==> config.mk <==
export PLATFORM = sky130hd
export DESIGN_NAME = prom_loader_flat
export DESIGN_NICKNAME = d
export VERILOG_FILES = /design/src/rtl/prom_loader_pkg.sv /design/src/rtl/prom_loader_if.sv /design/src/rtl/prom_loader_packer.sv /design/src/rtl/prom_loader.sv /design/src/flat_wrapper.sv
export SDC_FILE = /design/constraint.sdc
export NUM_CORES = 1
export LEC_CHECK = 0
export CAP_MARGIN = 20
export CORE_ASPECT_RATIO = 0.8
export CORE_MARGIN = 1
export CORE_UTILIZATION = 36
export CTS_BUF_LIST = sky130_fd_sc_hd__clkbuf_8
export DETAILED_ROUTE_END_ITERATION = 10
export HOLD_SLACK_MARGIN = 0.15
export MAX_ROUTING_LAYER = met4
export PLACE_DENSITY_LB_ADDON = 0.3
export SYNTH_ARGS = -nofsm -noshare
export SYNTH_HDL_FRONTEND = slang
export SYNTH_SLANG_ARGS = --single-unit
==> constraint.sdc <==
create_clock -name clk_i -period 8 [get_ports clk_i]
set_input_delay 1.6 -clock clk_i [delete_from_list [all_inputs] [get_ports clk_i]]
set_output_delay 1.6 -clock clk_i [all_outputs]
set_load 0.05 [all_outputs]
==> src/rtl/prom_loader_pkg.sv <==
// Shared types for the boot-image loader: FSM states, error codes, frame layout
// and the instruction-memory write beat.
package prom_loader_pkg;

   localparam int BYTE_W    = 8;
   localparam int NUM_LANES = 4;
   localparam int WORD_W    = BYTE_W * NUM_LANES;
   localparam int LEN_W     = 16;
   localparam int CNT_W     = 15;

   // Frame byte order: LEN_LO, LEN_HI, 4*N data bytes (little-endian words), CSUM
   localparam int FRM_LEN_LO = 0;
   localparam int FRM_LEN_HI = 1;
   localparam int FRM_DATA0  = 2;

   typedef enum logic [3:0] {
      ST_IDLE,
      ST_HDR0,
      ST_HDR1,
      ST_ARM,
      ST_DATA,
      ST_WRITE,
      ST_CSUM,
      ST_DONE,
      ST_ERR
   } state_e;

   typedef enum logic [1:0] {
      ERR_NONE = 2'd0,
      ERR_LEN  = 2'd1,
      ERR_CSUM = 2'd2,
      ERR_TMO  = 2'd3
   } err_e;

   typedef struct packed {
      logic              vld;
      logic [WORD_W-1:0] data;
   } bw_wr_t;

   // A zero-length image is rejected as well as one that overflows the SPRAM
   function automatic logic len_ok(input logic [LEN_W-1:0] n, input int unsigned max_w);
      return (n != '0) && (32'(n) <= max_w);
   endfunction

endpackage

==> src/rtl/prom_loader_if.sv <==
// Byte-stream input and instruction-memory external write port of the loader.
interface prom_loader_if;

   logic                               byte_valid;
   logic [prom_loader_pkg::BYTE_W-1:0] byte_data;
   logic                               byte_ready;
   logic                               prom_extacc;
   logic                               bw_valid;
   logic [prom_loader_pkg::WORD_W-1:0] bw_data;

   // master = the loader; slave = byte source plus instruction unit
   modport master (
      input  byte_valid, byte_data,
      output byte_ready, prom_extacc, bw_valid, bw_data
   );

   modport slave (
      output byte_valid, byte_data,
      input  byte_ready, prom_extacc, bw_valid, bw_data
   );

endinterface

==> src/rtl/prom_loader_packer.sv <==
// Byte-to-word packer: lane counter selects which byte lane the next byte fills;
// word_rdy_o flags the byte that completes a word.
module prom_byte_packer
   import prom_loader_pkg::*;
#(
   parameter int NUM_LANES = prom_loader_pkg::NUM_LANES,
   parameter int VEC_W     = prom_loader_pkg::BYTE_W
) (
   input  logic                              clk_i,
   input  logic                              rst_i,
   input  logic                              clr_i,
   input  logic                              byte_vld_i,
   input  logic [VEC_W-1:0]                  byte_i,
   output logic [NUM_LANES-1:0][VEC_W-1:0]   word_o,
   output logic                              word_rdy_o
);

   localparam int LANE_W = (NUM_LANES > 1) ? $clog2(NUM_LANES) : 1;

   logic [LANE_W-1:0]               lane_q, lane_d;
   logic [NUM_LANES-1:0][VEC_W-1:0] word_q, word_d;
   logic [NUM_LANES-1:0]            lane_hit;
   logic                            last_lane;

   genvar g;
   generate
      for (g = 0; g < NUM_LANES; g++) begin : g_lane
         assign lane_hit[g] = byte_vld_i && (lane_q == LANE_W'(g));
      end
   endgenerate

   assign last_lane  = (lane_q == LANE_W'(NUM_LANES - 1));
   assign word_rdy_o = byte_vld_i && last_lane;
   assign word_o     = word_q;

   always_comb begin
      lane_d = lane_q;
      word_d = word_q;
      if (byte_vld_i) lane_d = last_lane ? '0 : lane_q + 1'b1;
      for (int l = 0; l < NUM_LANES; l++) begin
         if (lane_hit[l]) word_d[l] = byte_i;
      end
      if (clr_i) begin
         lane_d = '0;
         word_d = '0;
      end
   end

   always_ff @(posedge clk_i) begin
      if (rst_i) begin
         lane_q <= '0;
         word_q <= '0;
      end else begin
         lane_q <= lane_d;
         word_q <= word_d;
      end
   end

endmodule

==> src/rtl/prom_loader.sv <==
// Boot-image loader: parses a length/data/checksum frame, streams packed words into
// the instruction memory's external write port and holds the CPU in reset meanwhile.
module prom_loader
   import prom_loader_pkg::*;
#(
   parameter int MAX_WORDS   = 16384,
   parameter int TIMEOUT_CYC = 1000000
) (
   input  logic              clk_i,
   input  logic              rst_i,
   input  logic              load_req_i,
   prom_loader_if.master     bus,
   output logic              cpu_rst_o,
   output logic              busy_o,
   output logic              done_o,
   output logic [1:0]        err_o,
   output logic [CNT_W-1:0]  words_o
);

   localparam int TMR_W = $clog2(TIMEOUT_CYC + 1);

   state_e             state_q, state_d;
   err_e               err_q, err_d;
   logic [LEN_W-1:0]   len_q, len_d;
   logic [BYTE_W-1:0]  sum_q, sum_d;
   logic [TMR_W-1:0]   tmr_q, tmr_d;
   logic [CNT_W-1:0]   words_q, words_d;

   logic               byte_rdy, xfer, in_load, tmo;
   logic [BYTE_W-1:0]  sum_nxt;
   logic               pk_clr, pk_vld, pk_rdy;
   logic [WORD_W-1:0]  pk_word;
   bw_wr_t             bw;

   assign byte_rdy = (state_q == ST_HDR0) || (state_q == ST_HDR1) ||
                     (state_q == ST_DATA) || (state_q == ST_CSUM);
   assign xfer     = bus.byte_valid && byte_rdy;
   assign in_load  = (state_q == ST_HDR0) || (state_q == ST_HDR1) || (state_q == ST_ARM) ||
                     (state_q == ST_DATA) || (state_q == ST_WRITE) || (state_q == ST_CSUM);
   assign tmo      = in_load && !xfer && (tmr_q == TMR_W'(TIMEOUT_CYC - 1));
   assign sum_nxt  = sum_q + bus.byte_data;
   assign pk_vld   = xfer && (state_q == ST_DATA);

   prom_byte_packer #(
      .NUM_LANES (NUM_LANES),
      .VEC_W     (BYTE_W)
   ) u_packer (
      .clk_i      (clk_i),
      .rst_i      (rst_i),
      .clr_i      (pk_clr),
      .byte_vld_i (pk_vld),
      .byte_i     (bus.byte_data),
      .word_o     (pk_word),
      .word_rdy_o (pk_rdy)
   );

   always_comb begin
      state_d = state_q;
      err_d   = err_q;
      len_d   = len_q;
      sum_d   = sum_q;
      tmr_d   = tmr_q;
      words_d = words_q;
      pk_clr  = 1'b0;

      if (in_load) tmr_d = xfer ? '0 : tmr_q + 1'b1;
      if (xfer)    sum_d = sum_nxt;

      case (state_q)
         ST_IDLE, ST_ERR: begin
            if (load_req_i) begin
               state_d = ST_HDR0;
               err_d   = ERR_NONE;
               len_d   = '0;
               sum_d   = '0;
               tmr_d   = '0;
               words_d = '0;
               pk_clr  = 1'b1;
            end
         end
         ST_HDR0: begin
            if (xfer) begin
               len_d[7:0] = bus.byte_data;
               state_d    = ST_HDR1;
            end
         end
         ST_HDR1: begin
            if (xfer) begin
               len_d[15:8] = bus.byte_data;
               if (len_ok({bus.byte_data, len_q[7:0]}, MAX_WORDS)) begin
                  state_d = ST_ARM;
               end else begin
                  state_d = ST_ERR;
                  err_d   = ERR_LEN;
               end
            end
         end
         // One idle cycle with prom_extacc high lets the inst unit zero its write address
         ST_ARM:  state_d = ST_DATA;
         ST_DATA: begin
            if (pk_rdy) state_d = ST_WRITE;
         end
         ST_WRITE: begin
            words_d = words_q + 1'b1;
            state_d = (LEN_W'(words_q) + 1'b1 == len_q) ? ST_CSUM : ST_DATA;
         end
         ST_CSUM: begin
            if (xfer) begin
               if (sum_nxt == '0) begin
                  state_d = ST_DONE;
               end else begin
                  state_d = ST_ERR;
                  err_d   = ERR_CSUM;
               end
            end
         end
         ST_DONE: state_d = ST_IDLE;
         default: state_d = ST_IDLE;
      endcase

      // tmo excludes cycles with a transfer, so it never pre-empts a completed byte
      if (tmo) begin
         state_d = ST_ERR;
         err_d   = ERR_TMO;
      end
   end

   always_ff @(posedge clk_i) begin
      if (rst_i) begin
         state_q <= ST_IDLE;
         err_q   <= ERR_NONE;
         len_q   <= '0;
         sum_q   <= '0;
         tmr_q   <= '0;
         words_q <= '0;
      end else begin
         state_q <= state_d;
         err_q   <= err_d;
         len_q   <= len_d;
         sum_q   <= sum_d;
         tmr_q   <= tmr_d;
         words_q <= words_d;
      end
   end

   assign bw.vld  = (state_q == ST_WRITE);
   assign bw.data = pk_word;

   assign bus.byte_ready  = byte_rdy;
   assign bus.prom_extacc = (state_q == ST_ARM) || (state_q == ST_DATA) ||
                            (state_q == ST_WRITE) || (state_q == ST_CSUM);
   assign bus.bw_valid    = bw.vld;
   assign bus.bw_data     = bw.data;

   // ERR keeps the CPU parked on the partial image; only a good load releases it
   assign cpu_rst_o = (state_q != ST_IDLE);
   assign busy_o    = (state_q != ST_IDLE) && (state_q != ST_ERR);
   assign done_o    = (state_q == ST_DONE);
   assign err_o     = err_q;
   assign words_o   = words_q;

endmodule

==> src/flat_wrapper.sv <==
// flat-port wrapper written by rule: the top's interface ports become plain ports
module prom_loader_flat import prom_loader_pkg::*;
#(
   parameter int MAX_WORDS   = 16384,
   parameter int TIMEOUT_CYC = 1000000
)
  (clk_i, rst_i, load_req_i, cpu_rst_o, busy_o, done_o, err_o, words_o, bus_byte_valid, bus_byte_data, bus_byte_ready, bus_prom_extacc, bus_bw_valid, bus_bw_data);
  prom_loader_if bus_i ();
  input  logic clk_i;
  input  logic rst_i;
  input  logic load_req_i;
  output logic cpu_rst_o;
  output logic busy_o;
  output logic done_o;
  output logic [1:0] err_o;
  output logic [CNT_W-1:0] words_o;
  input wire logic [$bits(bus_i.byte_valid)-1:0] bus_byte_valid;
  input wire logic [$bits(bus_i.byte_data)-1:0] bus_byte_data;
  output wire logic [$bits(bus_i.byte_ready)-1:0] bus_byte_ready;
  output wire logic [$bits(bus_i.prom_extacc)-1:0] bus_prom_extacc;
  output wire logic [$bits(bus_i.bw_valid)-1:0] bus_bw_valid;
  output wire logic [$bits(bus_i.bw_data)-1:0] bus_bw_data;
  assign bus_i.byte_valid = bus_byte_valid;
  assign bus_i.byte_data = bus_byte_data;
  assign bus_byte_ready = bus_i.byte_ready;
  assign bus_prom_extacc = bus_i.prom_extacc;
  assign bus_bw_valid = bus_i.bw_valid;
  assign bus_bw_data = bus_i.bw_data;
  prom_loader #(.MAX_WORDS(MAX_WORDS), .TIMEOUT_CYC(TIMEOUT_CYC)) u_core (.clk_i(clk_i), .rst_i(rst_i), .load_req_i(load_req_i), .bus(bus_i), .cpu_rst_o(cpu_rst_o), .busy_o(busy_o), .done_o(done_o), .err_o(err_o), .words_o(words_o));
endmodule
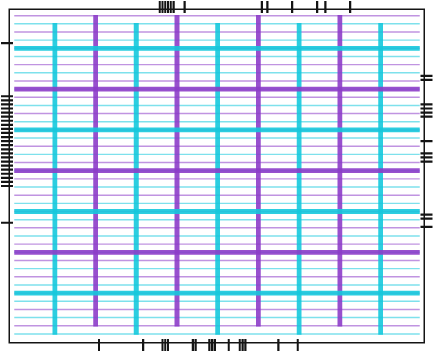
(run_1/pdn.png)
(3 px per um) Pins as bars on the die edge.
color	net
purple	VDD
cyan	VSS
rows	39
signal pins	67
met5 straps	7
met1 rails	40
die x size: 138 um
maximum vdd drop: 98.3 uV

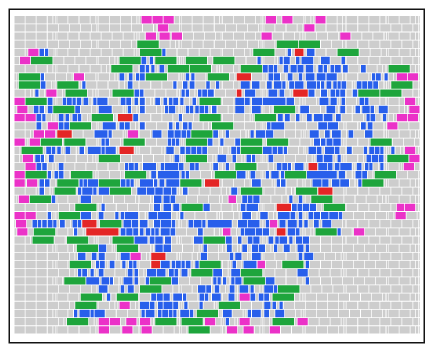
(run_1/cell_classes.png)
(3 px per um) Fill, decap, tap and diode cells in gray.
color	class	cells	share of their area
red	clock drivers and dummy loads	16	3.4%
green	flip-flops	99	33%
magenta	other buffers and delay cells	71	12%
blue	all other logic	543	52%
num rows: 39
sequential share of cell area: 0.316
Final Cell Area: 6280 um^2
final core occ: 0.437

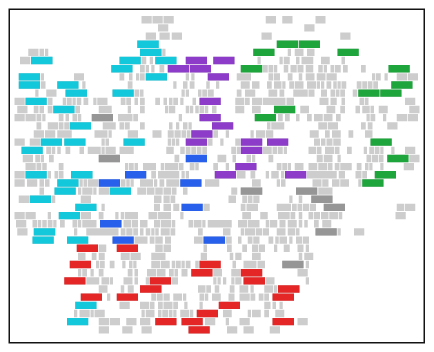
(run_1/registers.png)
(3 px per um)
color	name in the netlist	flops
blue	u_core.sum_q	8
green	u_core.words_o	15
purple	u_core.len_q	16
cyan	u_core.u_packer.word_o	32
red	u_core.tmr_q	20
seq pwr: 560 uW
Seq. cell area: 1980 um^2

==> qor.csv, run 1 <==
metric;value;unit
simple_gate_share;0.297;
io_buffers;66;
yosys.area.top_type;dfxtp_1;
path_cells;nand4bb_1, inv_1, clkdlybuf4s50_1;
top_usage_layer;met2;
adder_share;0.0344;
tapCellCount;184;
rsz0062_at_grt;no;
min_period_over_period;0.622;
fp_util;0.371;
cts_tree;yes;
maxSlewHeadroom;0.317;
logic_family;simple AND/OR/NAND/NOR gates;
mux_share;0.0231;
crit_type;flop to primary output;
nonClkBufAreaFrac;0.111;
dp.final_hpwl;10.5;mm
switchingPower;526;uW
grt_pass1_wl;23.7;mm
tightest_slew;1020;ps
final_nets;750;
drt-met1-wl;7.10;mm
drc;0;
instances_no_fill;913;
cp.arrival;3370;ps
drive_gt1_frac;0.0508;
slowest_stage;clkdlybuf4s50_1;
use_met3;0.0521;
status;complete, no violations;
wl_met3;772;um
==> run_1/clock_map.png <==
(4 px per um)
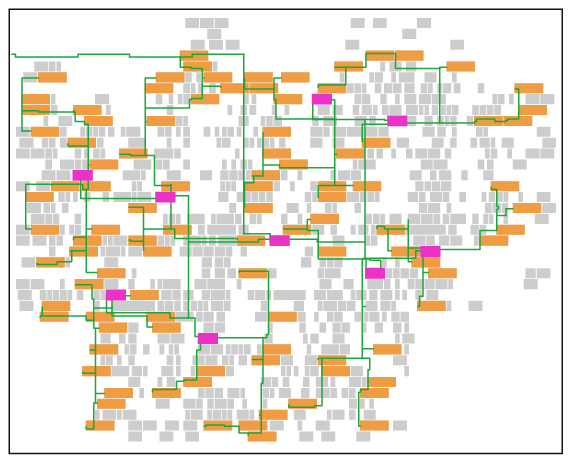

==> run 2, diff against run 1 <==
- clock period: 8 -> 4.9 ns (I/O delays scaled with it)
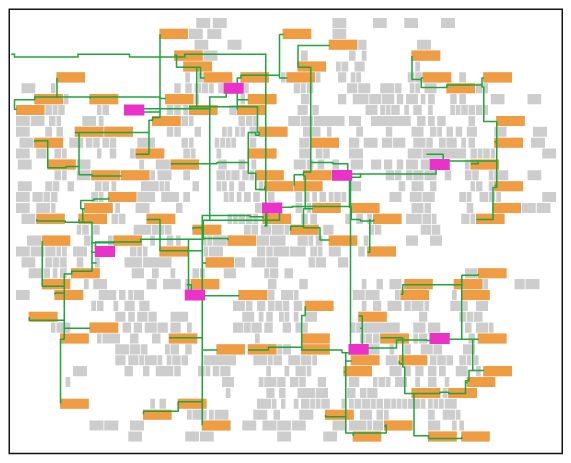
(run_2/clock_map.png)
(4 px per um)
[green] clock wires | length: 1350 um
[magenta] cells driving clock nets | count: 9
[orange] flip-flops | count: 99
flops lie	all over the die
routed clock nets	10
Clk pwr share: 0.253
Setup Skew: 11.3 ps
Worst-Skew Late Latency: 380 ps
P_clk: 560 uW

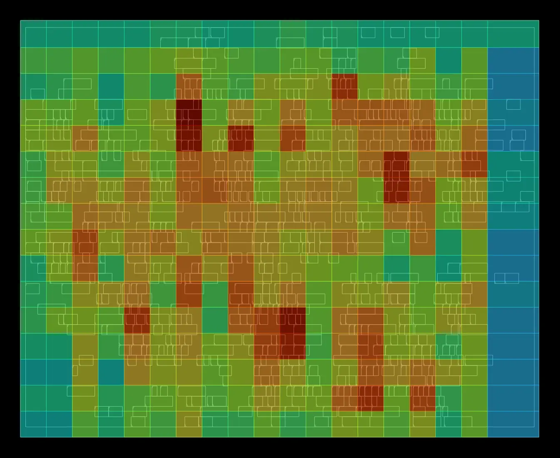
(run_2/final_congestion.png)
met2 Use GR: 0.310
routed len/inst: 16.0 um
Total GRT Usage: 0.205
routing usage on met3: 0.0421
GRT busiest layer: met2

==> run 2 against run 1 <==
  * Combinational power up 62%
  * Design area up 0.30%
  * Die size unchanged
  * Non-clock buffer count up 4
  * Critical endpoint unchanged
  * Critical path type unchanged
  * Register-to-register slack worse by 3000 ps
==> qor.csv, run 2 <==
metric;value;unit;change
dp.final_hpwl;10.4;mm;was 10.5 mm
yosys.area.top_type;dfxtp_1;;unchanged
drt-met1-wl;7.16;mm;was 7.10 mm
worst_ir_drop_vdd;182;uV;was 98.3 uV
path_cells;nand4bb_1, buf_4, inv_1, clkdlybuf4s50_1;;was nand4bb_1, inv_1, clkdlybuf4s50_1
switchingPower;837;uW;was 526 uW
grt_pass1_wl;23.9;mm;was 23.7 mm
rsz0062_at_grt;no;;unchanged
tightest_slew;932;ps;was 1020 ps
maxSlewHeadroom;0.369;;was 0.317
simple_gate_share;0.297;;unchanged
regArea;1980;um^2;unchanged
fp_util;0.371;;unchanged
seq_share;0.315;;was 0.316
fin_area;6290;um^2;was 6280 um^2
io_buffers;66;;unchanged
fin_util;0.439;;was 0.437
powerSeq;915;uW;was 560 uW
instances_no_fill;915;;was 913
drc;0;;unchanged
wl_met3;631;um;was 772 um
slowest_stage;clkdlybuf4s50_1;;unchanged
status;complete, no violations;;unchanged
cts_tree;yes;;unchanged
crit_type;flop to primary output;;unchanged
logic_family;simple AND/OR/NAND/NOR gates;;unchanged
mux_share;0.0231;;unchanged
final_nets;754;;was 750
tapCellCount;184;;unchanged
die_w;138;um;unchanged
Power and IR drop assume default switching activity.
